**Run 1: track usage over the die**

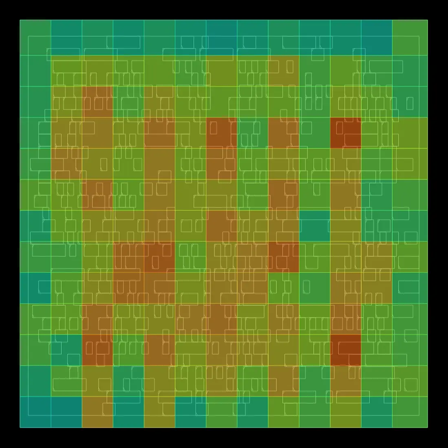
**Run 1: pin map**

Pins as bars across the die edge, other pins in gray.
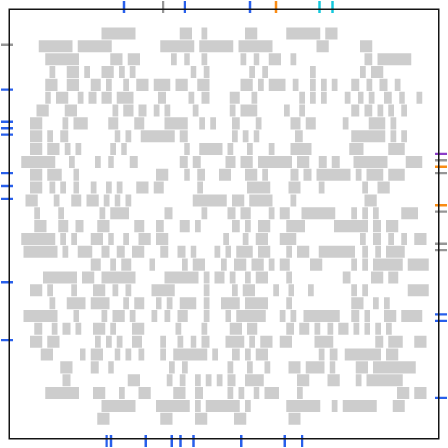
**Run 1: clock wires, drivers and flops**

The bar under the picture is 20 um long.
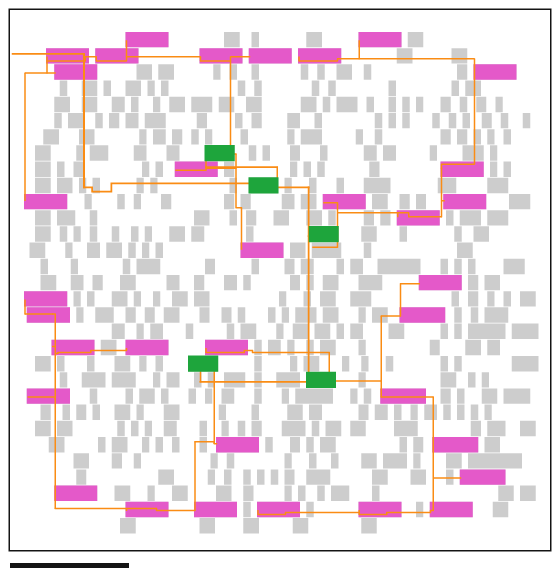
**Run 1: where the registers sit**

Other sequential cells in the stronger gray, the rest of the logic in the fainter gray.
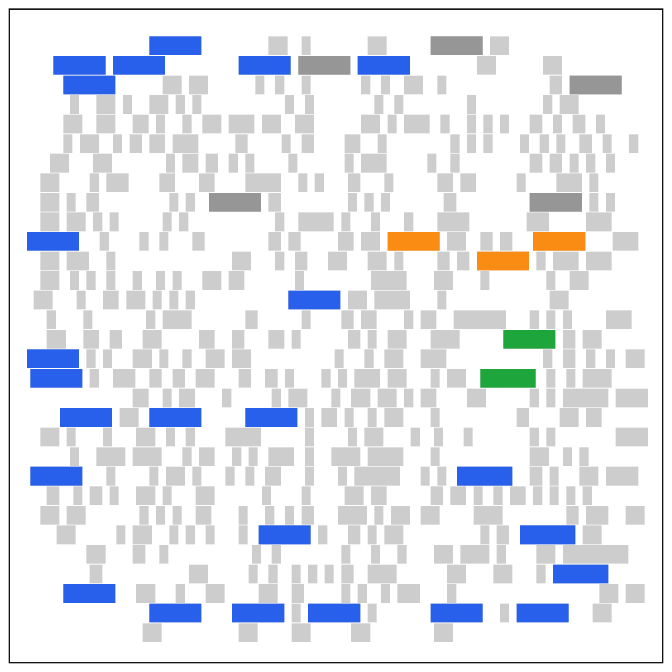
--- src/rtl/animation_speed_counter.sv ---
// Animation speed counter: per-level terminal-count timer driving a frame index,
// with deferred level changes so a period never shortens or stretches mid-count.
//
// state   | meaning
// --------+------------------------------------------------------------
// S_IDLE  | waiting for start; count held, level changes apply at once
// S_RUN   | counting; level changes wait for the next wrap
// S_PAUSE | count, frame and level frozen until pause is released
module animation_speed_counter #(
  parameter int unsigned          DATAWIDTH = 24,
  parameter logic [DATAWIDTH-1:0] TERM0     = 24'hFFFFFF,
  parameter logic [DATAWIDTH-1:0] TERM1     = 24'hBFFFFF,
  parameter logic [DATAWIDTH-1:0] TERM2     = 24'h7FFFFF,
  parameter logic [DATAWIDTH-1:0] TERM3     = 24'h3FFFFF
) (
  input  logic                 CC_ANIMCOUNTER_CLOCK_50,
  input  logic                 CC_ANIMCOUNTER_RESET_InHigh,
  input  logic                 CC_ANIMCOUNTER_Start_InLow,
  input  logic                 CC_ANIMCOUNTER_Pause_InHigh,
  input  logic                 CC_ANIMCOUNTER_NivelUp_InLow,
  input  logic                 CC_ANIMCOUNTER_NivelDown_InLow,
  output logic [DATAWIDTH-1:0] CC_ANIMCOUNTER_data_OutBUS,
  output logic [1:0]           CC_ANIMCOUNTER_Nivel_Out,
  output logic                 CC_ANIMCOUNTER_T0_OutLow,
  output logic [2:0]           CC_ANIMCOUNTER_Frame_OutBUS,
  output logic                 CC_ANIMCOUNTER_Run_OutHigh
);

  typedef enum logic [1:0] {
    S_IDLE  = 2'd0,
    S_RUN   = 2'd1,
    S_PAUSE = 2'd2
  } state_t;

  state_t               state_q, state_d;
  logic [DATAWIDTH-1:0] count_q, count_d;
  logic [1:0]           level_q, level_d;
  logic [1:0]           pend_q, pend_d;
  logic [2:0]           frame_q, frame_d;
  logic                 t0_q, t0_d;
  logic                 advance;
  logic                 wrap;

  function automatic logic [DATAWIDTH-1:0] term_of(input logic [1:0] lvl);
    case (lvl)
      2'd0:    term_of = TERM0;
      2'd1:    term_of = TERM1;
      2'd2:    term_of = TERM2;
      default: term_of = TERM3;
    endcase
  endfunction

  always_comb begin
    state_d = state_q;
    case (state_q)
      S_IDLE:  if (!CC_ANIMCOUNTER_Start_InLow) state_d = S_RUN;
      S_RUN:   if (CC_ANIMCOUNTER_Pause_InHigh) state_d = S_PAUSE;
      S_PAUSE: if (!CC_ANIMCOUNTER_Pause_InHigh) state_d = S_RUN;
      default: state_d = S_IDLE;
    endcase
  end

  // Up and down together cancel; both ends saturate.
  always_comb begin
    pend_d = pend_q;
    if (!CC_ANIMCOUNTER_NivelUp_InLow && CC_ANIMCOUNTER_NivelDown_InLow) begin
      pend_d = (pend_q == 2'd3) ? 2'd3 : pend_q + 2'd1;
    end else if (CC_ANIMCOUNTER_NivelUp_InLow && !CC_ANIMCOUNTER_NivelDown_InLow) begin
      pend_d = (pend_q == 2'd0) ? 2'd0 : pend_q - 2'd1;
    end
  end

  // The count only moves on cycles that both start and end in RUN, so entering
  // or leaving PAUSE never consumes a count step.
  always_comb begin
    advance = (state_q == S_RUN) && (state_d == S_RUN);
    wrap    = advance && (count_q == term_of(level_q));
    count_d = count_q;
    frame_d = frame_q;
    level_d = level_q;
    if (state_q == S_IDLE) begin
      level_d = pend_d;
    end
    if (wrap) begin
      count_d = '0;
      frame_d = frame_q + 3'd1;
      level_d = pend_d;
    end else if (advance) begin
      count_d = count_q + DATAWIDTH'(1);
    end
    // Tick is decoded from next-state values so the registered tick lines up
    // with the registered count it describes.
    t0_d = !((state_d == S_RUN) && (count_d == term_of(level_d)));
  end

  always_ff @(posedge CC_ANIMCOUNTER_CLOCK_50) begin
    if (CC_ANIMCOUNTER_RESET_InHigh) begin
      state_q <= S_IDLE;
      count_q <= '0;
      level_q <= 2'd0;
      pend_q  <= 2'd0;
      frame_q <= 3'd0;
      t0_q    <= 1'b1;
    end else begin
      state_q <= state_d;
      count_q <= count_d;
      level_q <= level_d;
      pend_q  <= pend_d;
      frame_q <= frame_d;
      t0_q    <= t0_d;
    end
  end

  assign CC_ANIMCOUNTER_data_OutBUS  = count_q;
  assign CC_ANIMCOUNTER_Nivel_Out    = level_q;
  assign CC_ANIMCOUNTER_T0_OutLow    = t0_q;
  assign CC_ANIMCOUNTER_Frame_OutBUS = frame_q;
  assign CC_ANIMCOUNTER_Run_OutHigh  = (state_q == S_RUN);

endmodule

--- config.mk ---
export PLATFORM = sky130hd
export DESIGN_NAME = animation_speed_counter
export DESIGN_NICKNAME = d
export VERILOG_FILES = /design/src/rtl/animation_speed_counter.sv
export SDC_FILE = /design/constraint.sdc
export NUM_CORES = 1
export LEC_CHECK = 0
export ABC_AREA = 1
export CAP_MARGIN = 20
export CELL_PAD_IN_SITES_DETAIL_PLACEMENT = 1
export CELL_PAD_IN_SITES_GLOBAL_PLACEMENT = 2
export CORE_MARGIN = 1.5
export CORE_UTILIZATION = 27
export DETAILED_ROUTE_END_ITERATION = 8
export PLACE_DENSITY_LB_ADDON = 0.1
export SYNTH_ARGS = -nofsm -noshare
export SYNTH_HDL_FRONTEND = slang
export SYNTH_SLANG_ARGS = --single-unit
--- constraint.sdc ---
create_clock -name CC_ANIMCOUNTER_CLOCK_50 -period 1.95 [get_ports CC_ANIMCOUNTER_CLOCK_50]
set_input_delay 0.39 -clock CC_ANIMCOUNTER_CLOCK_50 [delete_from_list [all_inputs] [get_ports CC_ANIMCOUNTER_CLOCK_50]]
set_output_delay 0.39 -clock CC_ANIMCOUNTER_CLOCK_50 [all_outputs]
set_load 0.05 [all_outputs]
==> summary.txt, run 1 <==
Summary of implementation figures.

Setup path
Per STA, the worst path is made up of nand2_1 > nor2_4 > nand3_2 > nor2_4 > buf_4 > nand2_1 > xor2_1 > clkinv_1 > nand3_1 > nor2_2 > nand3_1. STA shows the worst reg2reg path with a cell count of 11. The critical path endpoint is CC_ANIMCOUNTER_T0_OutLow. The OpenROAD report gives the critical path a required time of around 2.1 ns.

The cell type of the slowest stage on the worst timing path is sky130_fd_sc_hd__dfxtp_1. The critical path starts at CC_ANIMCOUNTER_data_OutBUS[7]. On the critical path the data arrives at ~2 ns. Among all stages on the critical path, the maximum delay recorded is roughly 0.42 ns.

The setup check on the worst reg-to-reg path leaves a slack of about 0.069 ns.

Logic synthesis
The mapped cell area is ~2100 sq um. After Yosys synthesis, and, or, nand and nor cells account for 50.30% of the synthesized area. The synthesized netlist has a Yosys-reported chip area of 2074 sq um. After synthesis, the design contains around 340 cells according to Yosys. The synthesized netlist devotes 1.206% of its cell area to adder and majority cells. Synthesis produced a netlist whose cell count is 341. The post-synthesis cell type count is 24. The share of the synthesized netlist area taken by xor and xnor gates is between 2 and 3%. Grouping non-sequential cells by family puts the most area in simple AND/OR/NAND/NOR gates. In the post-synthesis netlist, the cell with the most instances is sky130_fd_sc_hd__nand2_1. The register share after synthesis is 32.81%. The per-instance average area after synthesis is roughly 6 sq um.

Clock network
Looking at the clock tree report, the maximum root-to-sink buffer count equals 2. The clock tree from TritonCTS is built. The clock transition at the registers of the reported paths is 0.07 ns. The cell at the root of the clock tree is sky130_fd_sc_hd__clkbuf_8.

The number of buffers created by CTS is 5.

Final timing
The number of failing hold endpoints at the final stage is 0. Setup repair after global routing could not meet its margin everywhere. The minimum period implied by the final worst setup slack is 1.881 ns.

Global routing
The leftover overflow at the end of global routing is 0. The maximum number of pins on one net before global-route repair is 22. The first-pass GRT wire length is between 10 and 15 mm.

Final layout
The flop count is 34. The non-clock buffer count in the final layout is slightly above 100. The layout report gives the register share of total cell area as a little over a fifth. Buffers outside the clock tree occupy approximately 26% of the routed design's cell area. In the final layout, the fill cell count is 979. After layout, the inverter instance count without clock inverters stands at 47. The most frequently placed logic cell in the final layout is sky130_fd_sc_hd__nand2_1. Leaving out filler cells and counting taps, the final layout contains ~550.

Drt
The wire length the detailed router placed on met1 is between 3 and 4 mm. Detailed routing placed a total of 3.563 mm of wire on met2. For this run, design rule violations remaining after detail routing come to 0. For this block, the via count after detailed routing is about 2500.

The final routed wire length divided by cell count is 13.39 um.

Placement
The placed wire-length estimate after detailed placement is 5.745 mm. Logged for this run, the post-placement worst setup slack is -0.4500 ns.

Run status
The flow ran to the end, and the final reports show no timing, DRC or antenna violations.

Power
The top power consumer group is sequential cells.
About 'track usage over the die':
GRT Total Usage: 18.57%
met3 Track Usage GR: 3.030%
met1 routing resource usage after global routing: 24.54%

About 'pin map':
| port | color | pins | direction | edge |
|---|---|---|---|---|
| CC_ANIMCOUNTER_Nivel_Out | cyan | 2 | output | top |
| CC_ANIMCOUNTER_data_OutBUS | blue | 24 | output | 9 bottom, 9 left, 3 right, 3 top |
| CC_ANIMCOUNTER_NivelUp_InLow | purple | 1 | input | right |
| CC_ANIMCOUNTER_Frame_OutBUS | orange | 3 | output | 2 right, 1 top |
all pins by edge: 11 right, 10 left, 9 bottom, 7 top
die width: 90.66 um
Die Y: 90.66 um
quantity of I/O buffers inserted on ports: 36

About 'clock wires, drivers and flops':
[clock wires] orange | length: 593 um
[clock drivers] green | count: 5
[flip-flops] magenta | count: 34
flops lie: all over the die
insertion delay of the later-clocked pin in the worst-skew pair: 0.29 ns
Post-Route Skew: 0.007168 ns
clk pwr: 539 uW

About 'where the registers sit':
| netlist name | color | placed flops |
|---|---|---|
| state_q | green | 2 |
| CC_ANIMCOUNTER_Frame_OutBUS | orange | 3 |
| CC_ANIMCOUNTER_data_OutBUS | blue | 24 |
area used by sequential logic in the layout: 685.7 sq um
power consumed by sequential cells: 718 uW

==> run 1 -> run 2 <==
- CTS_CLUSTER_DIAMETER: not set -> 100
**Run 2: pin map**

Pins as bars across the die edge, other pins in gray.
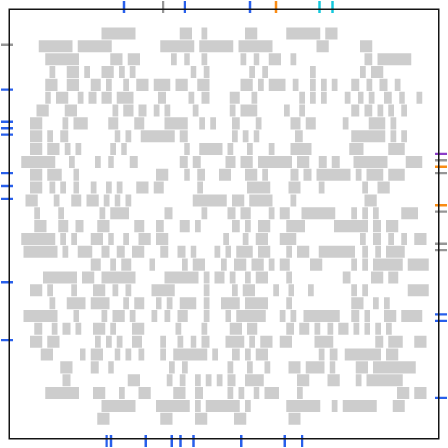
| port | color | pins | direction | edge |
|---|---|---|---|---|
| CC_ANIMCOUNTER_NivelUp_InLow | purple | 1 | input | right |
| CC_ANIMCOUNTER_Nivel_Out | cyan | 2 | output | top |
| CC_ANIMCOUNTER_Frame_OutBUS | orange | 3 | output | 2 right, 1 top |
| CC_ANIMCOUNTER_data_OutBUS | blue | 24 | output | 9 bottom, 9 left, 3 right, 3 top |
all pins by edge: 11 right, 10 left, 9 bottom, 7 top

**Run 2: where the registers sit**

Other sequential cells in the stronger gray, the rest of the logic in the fainter gray.
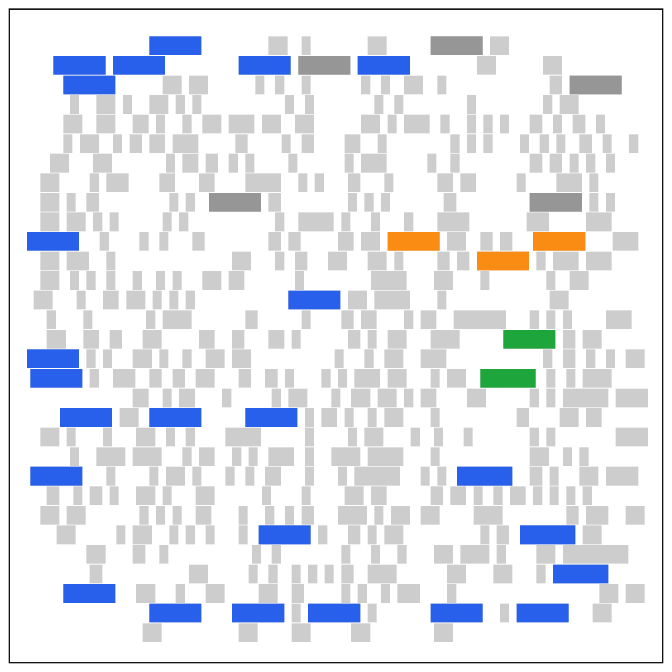
| netlist name | color | placed flops |
|---|---|---|
| state_q | green | 2 |
| CC_ANIMCOUNTER_Frame_OutBUS | orange | 3 |
| CC_ANIMCOUNTER_data_OutBUS | blue | 24 |
final standard cell utilization of the core: 43.28%
flip-flop and latch share of the layout cell area: 21.61%

==> summary.txt, run 2 <==
Summary of implementation figures.

Drt
The wire length the detailed router placed on met1 is 3.465 mm (unchanged). The number of design rule violations left after detail routing is 0 (unchanged).

Logic synthesis
The yosys stat chip area was 2074 sq um (unchanged). The register share after synthesis is 32.81% (unchanged). The top cell type by instance count after synthesis was sky130_fd_sc_hd__nand2_1 (unchanged). The area fraction in and, or, nand and nor cells was 50.30% (unchanged).

The number of cells in Yosys stat was 341 (unchanged). The post-synthesis cell type count is 24 (unchanged). The mapped cell area came to 2074 sq um (unchanged).

The share of the synthesized netlist area taken by xor and xnor gates is 2.533% (unchanged). The area fraction in full adders, half adders and majority gates came to 1.206% (unchanged). The dominant non-sequential cell family after synthesis is simple AND/OR/NAND/NOR gates (unchanged). The per-instance average area after synthesis was 6.084 sq um (unchanged).

Final layout
The final non-filler cell total was 545 (unchanged). The fill cell total of the finished layout is 979 (unchanged). The area taken by flip-flops and latches was 685.7 sq um (unchanged). The non-clock buffer count in the final layout came to 102 (unchanged).

The most frequently placed logic cell in the final layout is sky130_fd_sc_hd__nand2_1 (unchanged). The flop count was 34 (unchanged). The data-path buffer share of cell area in the final layout is 25.63% (unchanged).

Final timing
The minimum period implied by the final worst setup slack is 1.881 ns (unchanged). The setup clock skew after layout is 0.007168 ns (unchanged). The number of failing hold endpoints at the final stage is 0 (unchanged).

Setup path
The largest stage delay on the critical path is 0.42 ns (about the same). The required time of the worst setup path was 2.12 ns (about the same). The critical path endpoint is CC_ANIMCOUNTER_T0_OutLow (unchanged). The arrival time of data at the critical path endpoint is 2.05 ns (about the same).

Cells along the critical path: nand2_1 > nor2_4 > nand3_2 > nor2_4 > buf_4 > nand2_1 > xor2_1 > clkinv_1 > nand3_1 > nor2_2 > nand3_1 (unchanged). The length in cells of the worst reg-to-reg path was 11 (unchanged). The launch point of the worst path is CC_ANIMCOUNTER_data_OutBUS[7] (unchanged).

Power
The power of the clock network came to 539 uW (about the same). The top power consumer group is sequential cells (unchanged). The sequential-cell power consumption was 718 uW (about the same).

Die
The die height is 90.66 um (unchanged).

Global routing
The routing usage on met3 came to 3.030% (unchanged). The all-layer global routing usage is 18.57% (unchanged). The maximum number of pins on one net before global-route repair came to 22 (unchanged). The routing usage on met1 came to 24.54% (unchanged).

Run status
Run status: finished, final reports clean (unchanged).

Placement
The placed wire-length estimate after detailed placement is 5.745 mm (unchanged). The worst slack after detailed placement was -0.4500 ns (unchanged). The quantity of I/O buffers inserted on ports came to 36 (unchanged).

Clock network
The clock tree from TritonCTS is built (unchanged). The clock transition at the registers of the reported paths is 0.07 ns (about the same). The maximum clock insertion buffer count was 2 (unchanged). The number of buffers created by CTS is 5 (unchanged).
**Run 2: metal layers overlaid**

The bar under the picture is 20 um long.
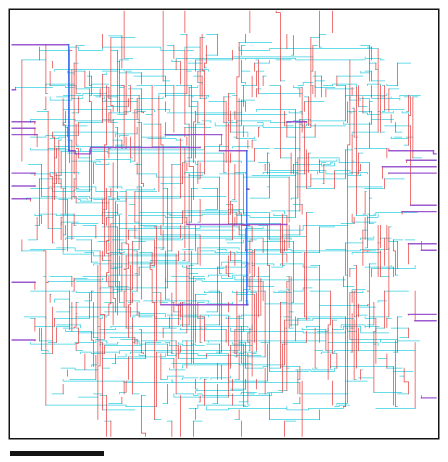
| layer | color | wire length |
|---|---|---|
| metal 2 | red | 3560 um |
| metal 4 | blue | 55.1 um |
| metal 3 | purple | 216 um |
| metal 1 | cyan | 3470 um |
overall routed net length: 7.299 mm
detailed-route wire length per cell: 13.39 um
vias after detailed routing: 2463

==> run 2 -> run 3 <==
- GPL_ROUTABILITY_DRIVEN: not set -> 0
**Run 3: where the registers sit**

Other sequential cells in the stronger gray, the rest of the logic in the fainter gray.
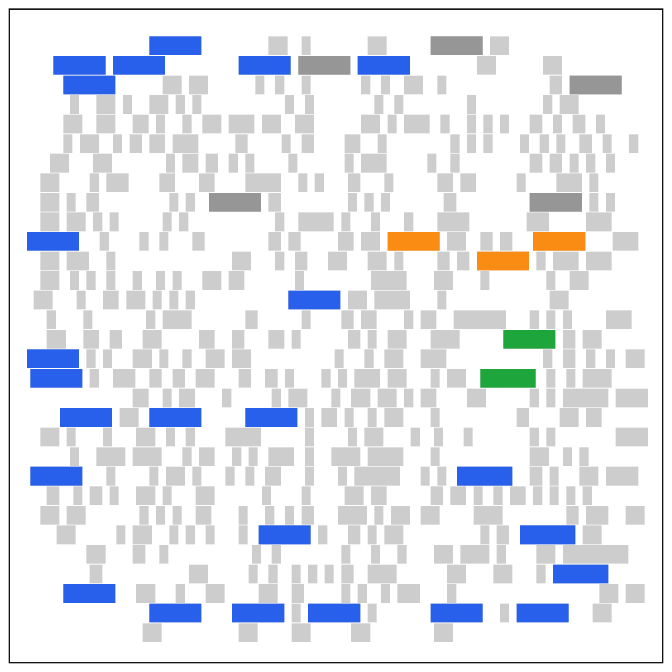
| netlist name | color | placed flops |
|---|---|---|
| state_q | green | 2 |
| CC_ANIMCOUNTER_Frame_OutBUS | orange | 3 |
| CC_ANIMCOUNTER_data_OutBUS | blue | 24 |
not colored: 5

**Run 3: pin map**

Pins as bars across the die edge, other pins in gray.
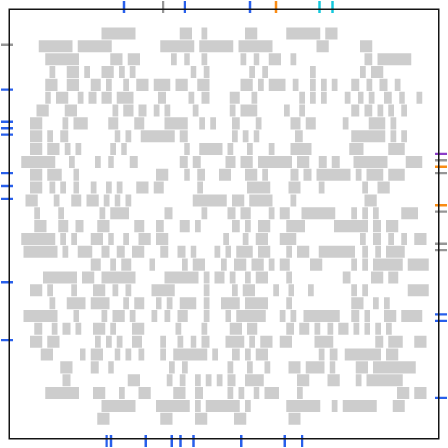
| port | color | pins | direction | edge |
|---|---|---|---|---|
| CC_ANIMCOUNTER_data_OutBUS | blue | 24 | output | 9 bottom, 9 left, 3 right, 3 top |
| CC_ANIMCOUNTER_Nivel_Out | cyan | 2 | output | top |
| CC_ANIMCOUNTER_NivelUp_InLow | purple | 1 | input | right |
| CC_ANIMCOUNTER_Frame_OutBUS | orange | 3 | output | 2 right, 1 top |
all pins by edge: 11 right, 10 left, 9 bottom, 7 top

**Run 3: clock wires, drivers and flops**

The bar under the picture is 20 um long.
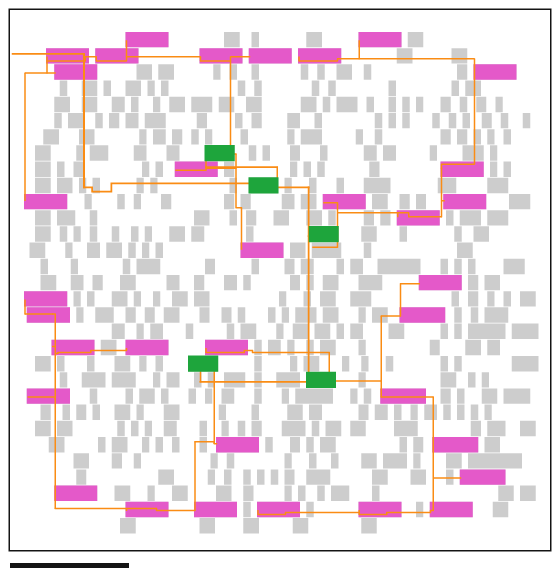
[flip-flops] magenta | count: 34
[clock wires] orange | length: 593 um
[clock drivers] green | count: 5
routed clock nets: 6
relative contribution of the clock network to total power: 37.3%

==> summary.txt, run 3 <==
Summary of implementation figures.

Drt
The number of vias in the routed layout was 2463 (unchanged). The wire length on met2 was 3.563 mm (unchanged).

Setup path
The critical path endpoint was CC_ANIMCOUNTER_T0_OutLow (unchanged). The length in cells of the worst reg-to-reg path is 11 (unchanged). The cell type of the slowest stage on the worst timing path is sky130_fd_sc_hd__dfxtp_1 (unchanged). The minimum setup slack among reg-to-reg paths is 0.07 ns (about the same). The launch point of the worst path is CC_ANIMCOUNTER_data_OutBUS[7] (unchanged).

Clock network
The cell at the root of the clock tree is sky130_fd_sc_hd__clkbuf_8 (unchanged). The maximum clock insertion buffer count came to 2 (unchanged). The clock transition at the registers of the reported paths is 0.07 ns (about the same).

Logic synthesis
The share of the synthesized netlist area taken by xor and xnor gates was 2.533% (unchanged). The number of cells in Yosys stat came to 341 (unchanged). The register share after synthesis came to 32.81% (unchanged).

Final timing
RSZ-0062 raised after global routing: true (unchanged).

Global routing
The first-pass GRT wire length is 12.24 mm (unchanged). The maximum number of pins on one net before global-route repair came to 22 (unchanged).

Die
The die height is 90.66 um (unchanged). The die outline width was 90.66 um (unchanged).

Final layout
The proportion of cell area occupied by registers was 21.61% (unchanged). The non-clock buffer count in the final layout is 102 (unchanged). The area taken by flip-flops and latches is 685.7 sq um (unchanged).

The data-path buffer share of cell area in the final layout is 25.63% (unchanged).

Placement
The placed wire-length estimate after detailed placement came to 5.745 mm (unchanged).

Run status
Run status: finished, final reports clean (unchanged).
Power figures rest on the tool's default switching activity, not on a simulated workload.
